===== src/rtl/alu_port_arbiter.sv =====
// alu_port_arbiter: shares the execute-stage ALU operand port between the
// ID/EX pipeline and an auxiliary multi-cycle unit. Grants are combinational,
// operands are registered into the ALU issue slot, and a starvation counter
// forces aux ahead of pipe after MAX_WAIT consecutive denied cycles.
module alu_port_arbiter #(
   parameter int unsigned SIMD_W   = 128,
   parameter int unsigned DATA_W   = 32,
   parameter int unsigned ADDR_W   = 32,
   parameter int unsigned MAX_WAIT = 4,
   parameter int unsigned LEN_W    = 4
) (
   input  logic              clk,
   input  logic              rst,
   input  logic              pipe_req,
   input  logic              pipe_sel1,
   input  logic              pipe_sel2,
   input  logic [SIMD_W-1:0] pipe_rs1,
   input  logic [SIMD_W-1:0] pipe_rs2,
   input  logic [ADDR_W-1:0] pipe_pc,
   input  logic [DATA_W-1:0] pipe_imm,
   output logic              pipe_gnt,
   output logic              pipe_stall,
   input  logic              aux_req,
   input  logic [LEN_W-1:0]  aux_len,
   input  logic [SIMD_W-1:0] aux_a,
   input  logic [SIMD_W-1:0] aux_b,
   output logic              aux_gnt,
   output logic [SIMD_W-1:0] alu_s1,
   output logic [SIMD_W-1:0] alu_s2,
   output logic              alu_valid,
   output logic              alu_owner
);

   typedef enum logic {
      ST_ARB,
      ST_BURST
   } state_t;

   localparam logic [3:0] MAX_WAIT_C = 4'(MAX_WAIT);

   state_t              state_q, state_d;
   logic [3:0]          wait_q, wait_d;
   logic [LEN_W-1:0]    rem_q, rem_d;
   logic [SIMD_W-1:0]   s1_q, s2_q;
   logic                valid_q, owner_q;

   logic [LEN_W-1:0]    eff_len;
   logic [SIMD_W-1:0]   pipe_s1, pipe_s2;

   // A zero burst length is treated as a single beat.
   assign eff_len = (aux_len == '0) ? LEN_W'(1) : aux_len;

   // Pipe operands are zero-extended when PC/imm are selected.
   assign pipe_s1 = pipe_sel1 ? pipe_rs1 : SIMD_W'(pipe_pc);
   assign pipe_s2 = pipe_sel2 ? pipe_rs2 : SIMD_W'(pipe_imm);

   // Arbitration, burst tracking and starvation counter next-state.
   always_comb begin
      state_d  = state_q;
      rem_d    = rem_q;
      wait_d   = '0;
      pipe_gnt = 1'b0;
      aux_gnt  = 1'b0;

      if (!rst) begin
         if (state_q == ST_BURST && aux_req) begin
            aux_gnt = 1'b1;
            rem_d   = rem_q - LEN_W'(1);
            if (rem_q == LEN_W'(1)) begin
               state_d = ST_ARB;
            end
         end else begin
            // Normal arbitration; also covers an aborted burst, which
            // re-arbitrates in the same cycle so pipe is not penalised.
            state_d = ST_ARB;
            rem_d   = '0;
            if (pipe_req && (!aux_req || wait_q < MAX_WAIT_C)) begin
               pipe_gnt = 1'b1;
            end else if (aux_req) begin
               aux_gnt = 1'b1;
               if (eff_len > LEN_W'(1)) begin
                  rem_d   = eff_len - LEN_W'(1);
                  state_d = ST_BURST;
               end
            end
         end

         if (aux_req && !aux_gnt) begin
            wait_d = (wait_q == MAX_WAIT_C) ? wait_q : wait_q + 4'd1;
         end
      end
   end

   assign pipe_stall = pipe_req & ~pipe_gnt;

   // State, counters and the ALU issue slot registers.
   always_ff @(posedge clk) begin
      if (rst) begin
         state_q <= ST_ARB;
         wait_q  <= '0;
         rem_q   <= '0;
         s1_q    <= '0;
         s2_q    <= '0;
         valid_q <= 1'b0;
         owner_q <= 1'b0;
      end else begin
         state_q <= state_d;
         wait_q  <= wait_d;
         rem_q   <= rem_d;
         valid_q <= pipe_gnt | aux_gnt;
         if (pipe_gnt) begin
            s1_q    <= pipe_s1;
            s2_q    <= pipe_s2;
            owner_q <= 1'b0;
         end else if (aux_gnt) begin
            s1_q    <= aux_a;
            s2_q    <= aux_b;
            owner_q <= 1'b1;
         end
      end
   end

   assign alu_s1    = s1_q;
   assign alu_s2    = s2_q;
   assign alu_valid = valid_q;
   assign alu_owner = owner_q;

endmodule


===== config.mk =====
export PLATFORM = sky130hd
export DESIGN_NAME = alu_port_arbiter
export DESIGN_NICKNAME = d
export VERILOG_FILES = /design/src/rtl/alu_port_arbiter.sv
export SDC_FILE = /design/constraint.sdc
export NUM_CORES = 1
export LEC_CHECK = 0
export ABC_AREA = 1
export ABC_CLOCK_PERIOD_IN_PS = 1670
export CAP_MARGIN = 20
export CELL_PAD_IN_SITES_DETAIL_PLACEMENT = 1
export CELL_PAD_IN_SITES_GLOBAL_PLACEMENT = 2
export CORE_AREA = 8 8 328 330
export CTS_CLUSTER_DIAMETER = 200
export CTS_CLUSTER_SIZE = 28
export DETAILED_ROUTE_END_ITERATION = 7
export DIE_AREA = 0 0 336 338
export PLACE_DENSITY = 0.77
export SYNTH_ARGS = -nofsm -noshare
export SYNTH_HDL_FRONTEND = slang
export SYNTH_SLANG_ARGS = --single-unit

===== constraint.sdc =====
create_clock -name clk -period 1.67 [get_ports clk]
set_input_delay 0.2505 -clock clk [delete_from_list [all_inputs] [get_ports clk]]
set_output_delay 0.2505 -clock clk [all_outputs]
set_load 0.1 [all_outputs]

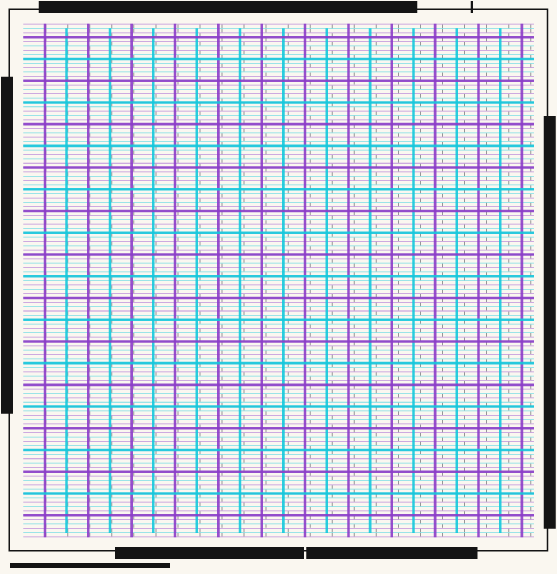
pdn.png
Scale bar: 100 um. Pins as bars on the die edge. Tap cells in grey.
net	colour
VDD	cyan
VSS	purple
signal pins	847
met4 straps	23
met1 rails	119

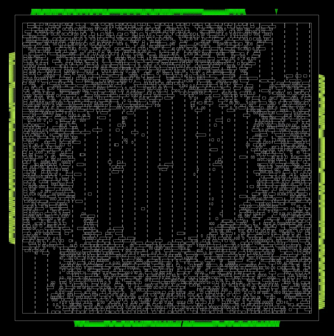
final_placement.png
filler instances: 12600
Seq/total area: 16.3%

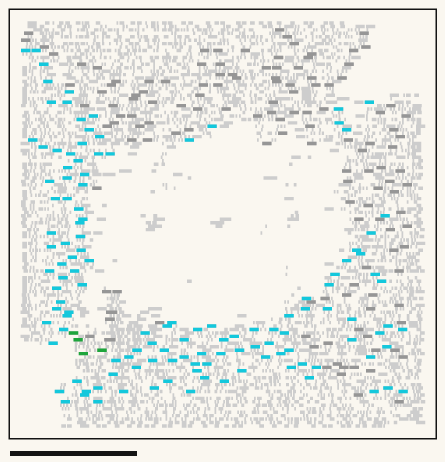
registers.png
Scale bar: 100 um. Other sequential cells in the stronger grey, the rest of the logic in the fainter grey.
name in the netlist	colour	sequential cells
`rem_q`	green	4
`alu_s1`	cyan	128
not coloured	135

==> results.yml <==
# generated from flow reports
critical_path:
  crit_top_cell: "nand2_4"
  crit_chain: "inv_2 > nand2_4 > buf_4 > buf_6 > o21bai_4 > nand2_4 > nand2_8 > buf_8 > clkinvlp_4 > buf_12"
  cp_num_buf_inv: 6
  cp-endpoint: "aux_gnt"
cts:
  clkLatencyLatePin_ps: 570
  htreeDepth: 1
  clock_path_buffers: 3
  post-cts-setup-buffers: 10
  cts-resized-gates: 69
final_layout:
  final_nets: 4634
  comb_area_share_pct: 28.7
  area_growth_pct: 82.3
  register_area_sq_um: 5350
  drive_gt1_share_pct: 12.9
  comb_area_sq_um: 9430
  nonClockBufferCount: 1056
  dominant-cell-class: "buffers"
sta:
  finalCritPeriodShare_pct: 129
  max_freq_mhz: 466
  finalSetupViolations: 259
  setup_ws_ps: -476
  fin_crit_ps: 2150
logic_synthesis:
  syn_area_sq_um: 18000
  top_cells_by_area: "dfxtp_1, nand2_1, inv_1, nor2_1, nand4_1"
  ys_area_sq_um: 18000
  logic_family: "simple AND/OR/NAND/NOR gates"
  synth.distinct_cells: 23
  yosysTopAreaCell: "dfxtp_1"
  mux_share_pct: 0
  synthSimpleGateAreaFrac_pct: 48.8
detailed_routing:
  drc: 0
  ant_nets: 0
flow_run:
  warning_count: 33
  maxCapViolCount: 0
min_path:
  whs_path_depth: 7
  whs_endpoint: "alu_s2[36]"
placement:
  dpl.cell_count: 5372
floorplanning:
  fp-utilization_pct: 17.6
  taps: 1380
run_status:
  status: "complete, but fails checks"
  violations: "setup timing"
global_route:
  grtUsageTotal_pct: 17.7
power:
  powerDensity_nw_per_um2: 773
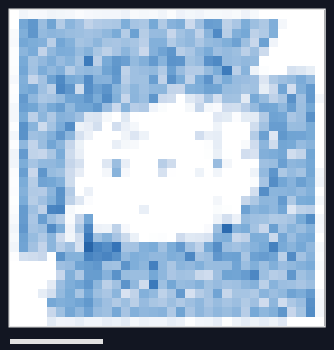
density.png
Scale bar: 100 um. The die is cut into 34 by 34 equal tiles; white is low, dark blue is high, 0 to 100% covered.
nearly empty tiles	25%
mean over tiles	27%
emptiest ninth of the die	middle

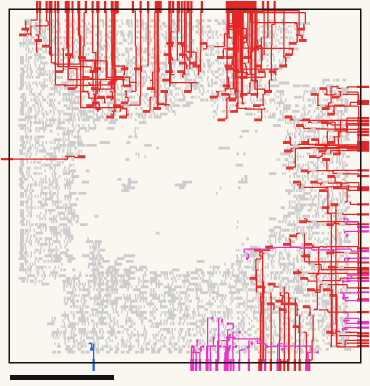
port_nets.png
Scale bar: 100 um.
port	colour	bits	direction	end cells	buffers	wire
`aux_gnt`	blue	1	output	1	1	25.2 um
`pipe_pc`	magenta	32	input	32	32	960 um
`alu_s2`	red	128	output	128	128	9480 um

flip-flops by register name, indices dropped and copies added (netlist names):
register,flops
alu_s1,128
alu_owner,1
state_q,1
wait_q,4
rem_q,4
alu_valid,1
alu_s2,128
placed cells by master, fill, tap and decap left out, drive strengths merged, types with 3 or more instances in the layout:
master	count
dfxtp	267
inv	529
a21oi	10
diode	16
o21ai	66
clkbuf	20
ha	6
clkinv	5
clkdlybuf4s50	583
nor2	519
nand2	1039
nand4	259
buf	465
bufbuf	3
nand3	264
power breakdown:
group          leakage, uW  internal [uW]  switching (uW)  total (uW)
logic               0.0141           5400            8250       13700
registers          0.00221           7010             702        7710
clock network     0.000180           1520            2540        4060
total               0.0165          13900           11500       25400
Power and IR drop assume default switching activity.
